==> images/final_placement.png <==
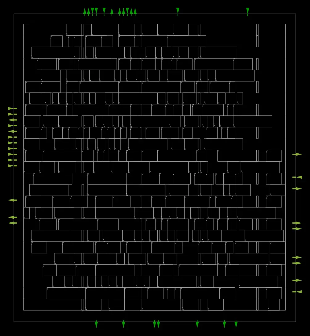
==> images/registers.png <==
Bar = 20 um.
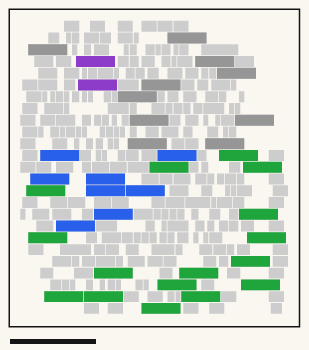
==> images/density.png <==
7 x 7 tiles, from white (low) to dark blue (high), 0 to 100% covered.
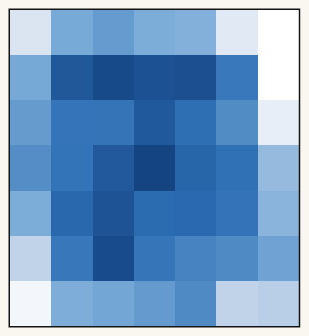
--- src/rtl/crumb_pkg.sv ---
// Shared types and constants for the crumb array sequencer.
package crumb_pkg;

  localparam int unsigned CRUMB_N_CELLS = 64;

  typedef enum logic [1:0] {
    OP_NOP  = 2'd0,
    OP_LOAD = 2'd1,
    OP_STEP = 2'd2,
    OP_READ = 2'd3
  } op_e;

  // State encoding kept as plain constants for legacy tools that import it.
  typedef logic [2:0] state_t;
  localparam state_t S_IDLE = 3'd0;
  localparam state_t S_LOAD = 3'd1;
  localparam state_t S_STEP = 3'd2;
  localparam state_t S_READ = 3'd3;
  localparam state_t S_SNAP = 3'd4;

  function automatic int unsigned umax(input int unsigned a, input int unsigned b);
    return (a > b) ? a : b;
  endfunction

endpackage

--- src/rtl/crumb_ctrl_cnt.sv ---
// Loadable down-counter with a phase bit; phased mode spends two advances per count.
module crumb_ctrl_cnt #(
  parameter int unsigned CW = 8
) (
  input  logic          clk,
  input  logic          rst_n,
  input  logic          load,
  input  logic [CW-1:0] load_val,
  input  logic          adv,
  input  logic          phased,
  output logic          phase,
  output logic          zero
);

  logic [CW-1:0] cnt_q;

  always_ff @(posedge clk or negedge rst_n) begin
    if (!rst_n) begin
      cnt_q <= '0;
      phase <= 1'b0;
    end else if (load) begin
      cnt_q <= load_val;
      phase <= 1'b0;
    end else if (adv) begin
      if (phased && !phase) begin
        phase <= 1'b1;
      end else begin
        phase <= 1'b0;
        cnt_q <= cnt_q - CW'(1);
      end
    end
  end

  assign zero = (cnt_q == '0);

endmodule

--- src/rtl/crumb_ctrl.sv ---
// Command sequencer for a serially chained crumb array: LOAD, STEP and non-destructive READ.
// Optional post-STEP display snapshot enabled by defining CRUMB_CTRL_DISPLAY_SNAP_EN.
module crumb_ctrl
  import crumb_pkg::*;
#(
  parameter int unsigned N_CELLS = CRUMB_N_CELLS,
  parameter int unsigned GEN_W   = 8,
  parameter int unsigned GCNT_W  = 16
) (
  input  logic              clk,
  input  logic              rst_n,
  input  logic              cmd_valid,
  output logic              cmd_ready,
  input  logic [1:0]        cmd_op,
  input  logic [GEN_W-1:0]  cmd_gens,
  input  logic              load_valid,
  input  logic              load_bit,
  output logic              load_ready,
  output logic              rd_valid,
  output logic              rd_bit,
  output logic              rd_last,
  input  logic              rd_ready,
  input  logic              chain_out,
  output logic              crumb_en,
  output logic              crumb_run,
  output logic              crumb_display,
  output logic              chain_in,
  output logic              busy,
  output logic [GCNT_W-1:0] gen_count
);

  // Counter must hold both the chain cycle count and a full STEP generation count.
  localparam int unsigned CYC_W = $clog2(2 * N_CELLS + 2);
  localparam int unsigned CW    = umax(CYC_W, GEN_W);

  state_t            state_q, state_d;
  logic              bit_q;
  logic [GEN_W-1:0]  gens_q;
  logic [GEN_W-1:0]  gens_eff_c;
  logic              cnt_load, cnt_adv, cnt_phased, cnt_phase, cnt_zero;
  logic [CW-1:0]     cnt_val;
  logic              bit_take, gens_take, gen_add;

  assign gens_eff_c = (cmd_gens == '0) ? GEN_W'(1) : cmd_gens;

  crumb_ctrl_cnt #(.CW(CW)) u_cnt (
    .clk      (clk),
    .rst_n    (rst_n),
    .load     (cnt_load),
    .load_val (cnt_val),
    .adv      (cnt_adv),
    .phased   (cnt_phased),
    .phase    (cnt_phase),
    .zero     (cnt_zero)
  );

  always_ff @(posedge clk or negedge rst_n) begin
    if (!rst_n) begin
      state_q   <= S_IDLE;
      bit_q     <= 1'b0;
      gens_q    <= '0;
      gen_count <= '0;
    end else begin
      state_q <= state_d;
      if (bit_take)  bit_q  <= load_bit;
      if (gens_take) gens_q <= gens_eff_c;
      if (gen_add)   gen_count <= gen_count + GCNT_W'(gens_q);
    end
  end

  always_comb begin
    state_d    = state_q;
    cnt_load   = 1'b0;
    cnt_val    = '0;
    cnt_adv    = 1'b0;
    cnt_phased = 1'b1;
    bit_take   = 1'b0;
    gens_take  = 1'b0;
    gen_add    = 1'b0;
    crumb_en   = 1'b0;
    crumb_run  = 1'b0;
    chain_in   = 1'b0;
    load_ready = 1'b0;
    rd_valid   = 1'b0;
    rd_last    = 1'b0;
    case (state_q)
      S_IDLE: begin
        if (cmd_valid) begin
          case (cmd_op)
            OP_LOAD: begin
              state_d  = S_LOAD;
              cnt_load = 1'b1;
              cnt_val  = CW'(N_CELLS - 1);
            end
            OP_STEP: begin
              state_d   = S_STEP;
              cnt_load  = 1'b1;
              cnt_val   = CW'(gens_eff_c);
              gens_take = 1'b1;
            end
            OP_READ: begin
              state_d  = S_READ;
              cnt_load = 1'b1;
              cnt_val  = CW'(N_CELLS - 1);
            end
            default: ;
          endcase
        end
      end
      // Each bit is shifted twice so a crumb's state and out_shift both get it.
      S_LOAD: begin
        if (!cnt_phase) begin
          load_ready = 1'b1;
          if (load_valid) begin
            bit_take = 1'b1;
            chain_in = load_bit;
            crumb_en = 1'b1;
            cnt_adv  = 1'b1;
          end
        end else begin
          chain_in = bit_q;
          crumb_en = 1'b1;
          cnt_adv  = 1'b1;
          if (cnt_zero) state_d = S_IDLE;
        end
      end
      // One priming cycle plus G generation cycles.
      S_STEP: begin
        crumb_en   = 1'b1;
        crumb_run  = 1'b1;
        cnt_adv    = 1'b1;
        cnt_phased = 1'b0;
        if (cnt_zero) begin
          gen_add = 1'b1;
`ifdef CRUMB_CTRL_DISPLAY_SNAP_EN
          state_d = S_SNAP;
`else
          state_d = S_IDLE;
`endif
        end
      end
      // Full-length rotation restores the chain; only even cycles present a bit.
      S_READ: begin
        chain_in = chain_out;
        if (!cnt_phase) begin
          rd_valid = 1'b1;
          rd_last  = cnt_zero;
          if (rd_ready) begin
            crumb_en = 1'b1;
            cnt_adv  = 1'b1;
          end
        end else begin
          crumb_en = 1'b1;
          cnt_adv  = 1'b1;
          if (cnt_zero) state_d = S_IDLE;
        end
      end
      S_SNAP: begin
        crumb_en = 1'b1;
        state_d  = S_IDLE;
      end
      default: state_d = S_IDLE;
    endcase
  end

`ifdef CRUMB_CTRL_DISPLAY_SNAP_EN
  assign crumb_display = (state_q == S_SNAP);
`else
  assign crumb_display = 1'b0;
`endif

  assign rd_bit    = chain_out;
  assign cmd_ready = (state_q == S_IDLE);
  assign busy      = (state_q != S_IDLE);

endmodule

--- config.mk ---
export PLATFORM = sky130hd
export DESIGN_NAME = crumb_ctrl
export DESIGN_NICKNAME = d
export VERILOG_FILES = /design/src/rtl/crumb_pkg.sv /design/src/rtl/crumb_ctrl_cnt.sv /design/src/rtl/crumb_ctrl.sv
export SDC_FILE = /design/constraint.sdc
export NUM_CORES = 1
export LEC_CHECK = 0
export CAP_MARGIN = 40
export CORE_ASPECT_RATIO = 1.1
export CORE_MARGIN = 2
export CORE_UTILIZATION = 54
export CTS_BUF_LIST = sky130_fd_sc_hd__clkbuf_4 sky130_fd_sc_hd__clkbuf_8
export CTS_CLUSTER_SIZE = 10
export DETAILED_ROUTE_END_ITERATION = 10
export PLACE_DENSITY = 0.82
export SETUP_SLACK_MARGIN = 0.3
export SLEW_MARGIN = 20
export SYNTH_ARGS = -nofsm -noshare
export SYNTH_HDL_FRONTEND = slang
export SYNTH_HIERARCHICAL = 1
export SYNTH_SLANG_ARGS = --single-unit
export TNS_END_PERCENT = 30
--- constraint.sdc ---
create_clock -name clk -period 3.2 [get_ports clk]
set_clock_uncertainty 0.05 [all_clocks]
set_input_delay 0.64 -clock clk [delete_from_list [all_inputs] [get_ports clk]]
set_output_delay 0.64 -clock clk [all_outputs]
set_load 0.005 [all_outputs]
==> metrics.cfg <==
[status]
status=completed

[placement]
dp_slack_ns=0.411
post-place-cells=332
hpwl_um=3650
postPlaceCellArea_um2=2770
place.gp.congestion=0.818

[clock_tree]
cts_sinks=36
htreeDepth=2
cts_resized=3
cts_hold_buf=0
post_cts_buffers=3
path_clk_slew_ns=0.07
cts_tree=yes

[sta]
min_period_ns=2.71
setup_tns_ns=0
maxSlewViolCount=0
hold_ws_ns=0.421
setup_ws_ns=0.487

[min_path]
min_from=gen_count[15]$_DFFE_PN0P_
min_to=gen_count[15]$_DFFE_PN0P_
hold_depth=1

[grt]
grt_use_total=0.222
grt_use_met1=0.316
grt.overflow.total=0
antenna_found_initial=0
grtUsageMet3=0.0571
met2_usage=0.332
grt.busiest_layer=met2
grt_pass1_wl_um=8200

[synthesis]
topCombFamilyByArea=simple AND/OR/NAND/NOR gates
synthFlopType=dfrtp_1
mux_share=0.0608
post-synth-top-area-cell=dfrtp_1
edf_count=0
synthesis.nets=280
simple_gate_area_frac=0.201
yosysWarningCount=6
common_cells=dfrtp_1 (36), nand2_1 (28), a21oi_1 (15), ha_1 (15), xnor2_1 (12)
async_flop_share=1.00
ys_top_cells_by_area=dfrtp_1 (38%), ha_1 (8.0%), nand2_1 (4.5%)
avgSynthCellArea_um2=9.50
aoi_share=0.161
xor_area_frac=0.0597
syn_inst=247
fa_ha_area_frac=0.0885
yosys-stat-area_um2=2350
ys.flops=36
ys_cells=247
syn_area_um2=2350

[layout]
area_delta_synth_final_pct=23.7
clkbuf_count=6
nNetsFinal=321
top_register=gen_count
layout-drive-gt1-share=0.104
inverters_excl_clock=8
stdcell_area_um2=2900
buffers=47
diodes=0
lay_top_cells=clkdlybuf4s50_1 (40), dfrtp_1 (36), nand2_1 (28)
buffer_area_frac=0.156
comb_cells=190
stdcell_count=343
largest_registers=gen_count: 16 flops, gens_q: 8 flops, u_cnt/cnt_q: 8 flops
largest_cell_class=logic gates

[detailed_routing]
drtIter0Drc=153
dr_wl_met2_um=2250
routed_wl_um=4910
met3_length_um=242
wl_met1_um=2340
drc=0
via_count=1931
drt-wirelength-per-cell_um=14.3
post_drt_via_cell_ratio=5.63

[critical_path]
critical-path-top-delay-family=buffers and inverters
reg2reg_depth=6
required_ns=2.51
crit_path_frequent_cell=clkdlybuf4s50_1
cp_slowest_cell=clkdlybuf4s50_1
critical_path_buf_inv_count=2
crit_path_start_kind=input port
cp.depth=5
rr_startpoint=u_cnt/cnt_q[3]$_DFFE_PN0P_
crit_path_end_kind=output pin
cp_max_fo=3
cp-endpoint=crumb_en
crit_start=load_valid

[power]
ir_worst_vdd_v=0.000413
clockPowerShare=0.167
comb_power_mw=0.934
leakage_nw=1.33
clock_power_mw=0.337
power.total_mw=2.02
p_switching_mw=0.769
p_int_mw=1.25
power.group.top=combinational logic
p_sw_frac=0.380

[floorplanning]
ios=43
dieWidth_um=66.8
dieArea_um2=4890
taps=54

[flow_run]
tool_warnings=31
maxCapViolations=0

About final_placement.png:
Placeable Area: 4220 um2
flop count: 36
fraction of area in registers: 0.310
Util after Layout: 0.687
FILL cells: 344

About registers.png:
[purple] state_q | flops: 2
[green] gen_count | flops: 16
[blue] gens_q | flops: 8
not colored: 10
Seq. pwr: 0.750 mW
Storage cell area: 901 um2

About density.png:
emptiest ninth of the die: upper right
nearly empty tiles: 4.1%
mean over tiles: 58%
tiles over 75% full: 27%
fp_density: 0.556

Power is estimated from default activity; no workload was simulated.
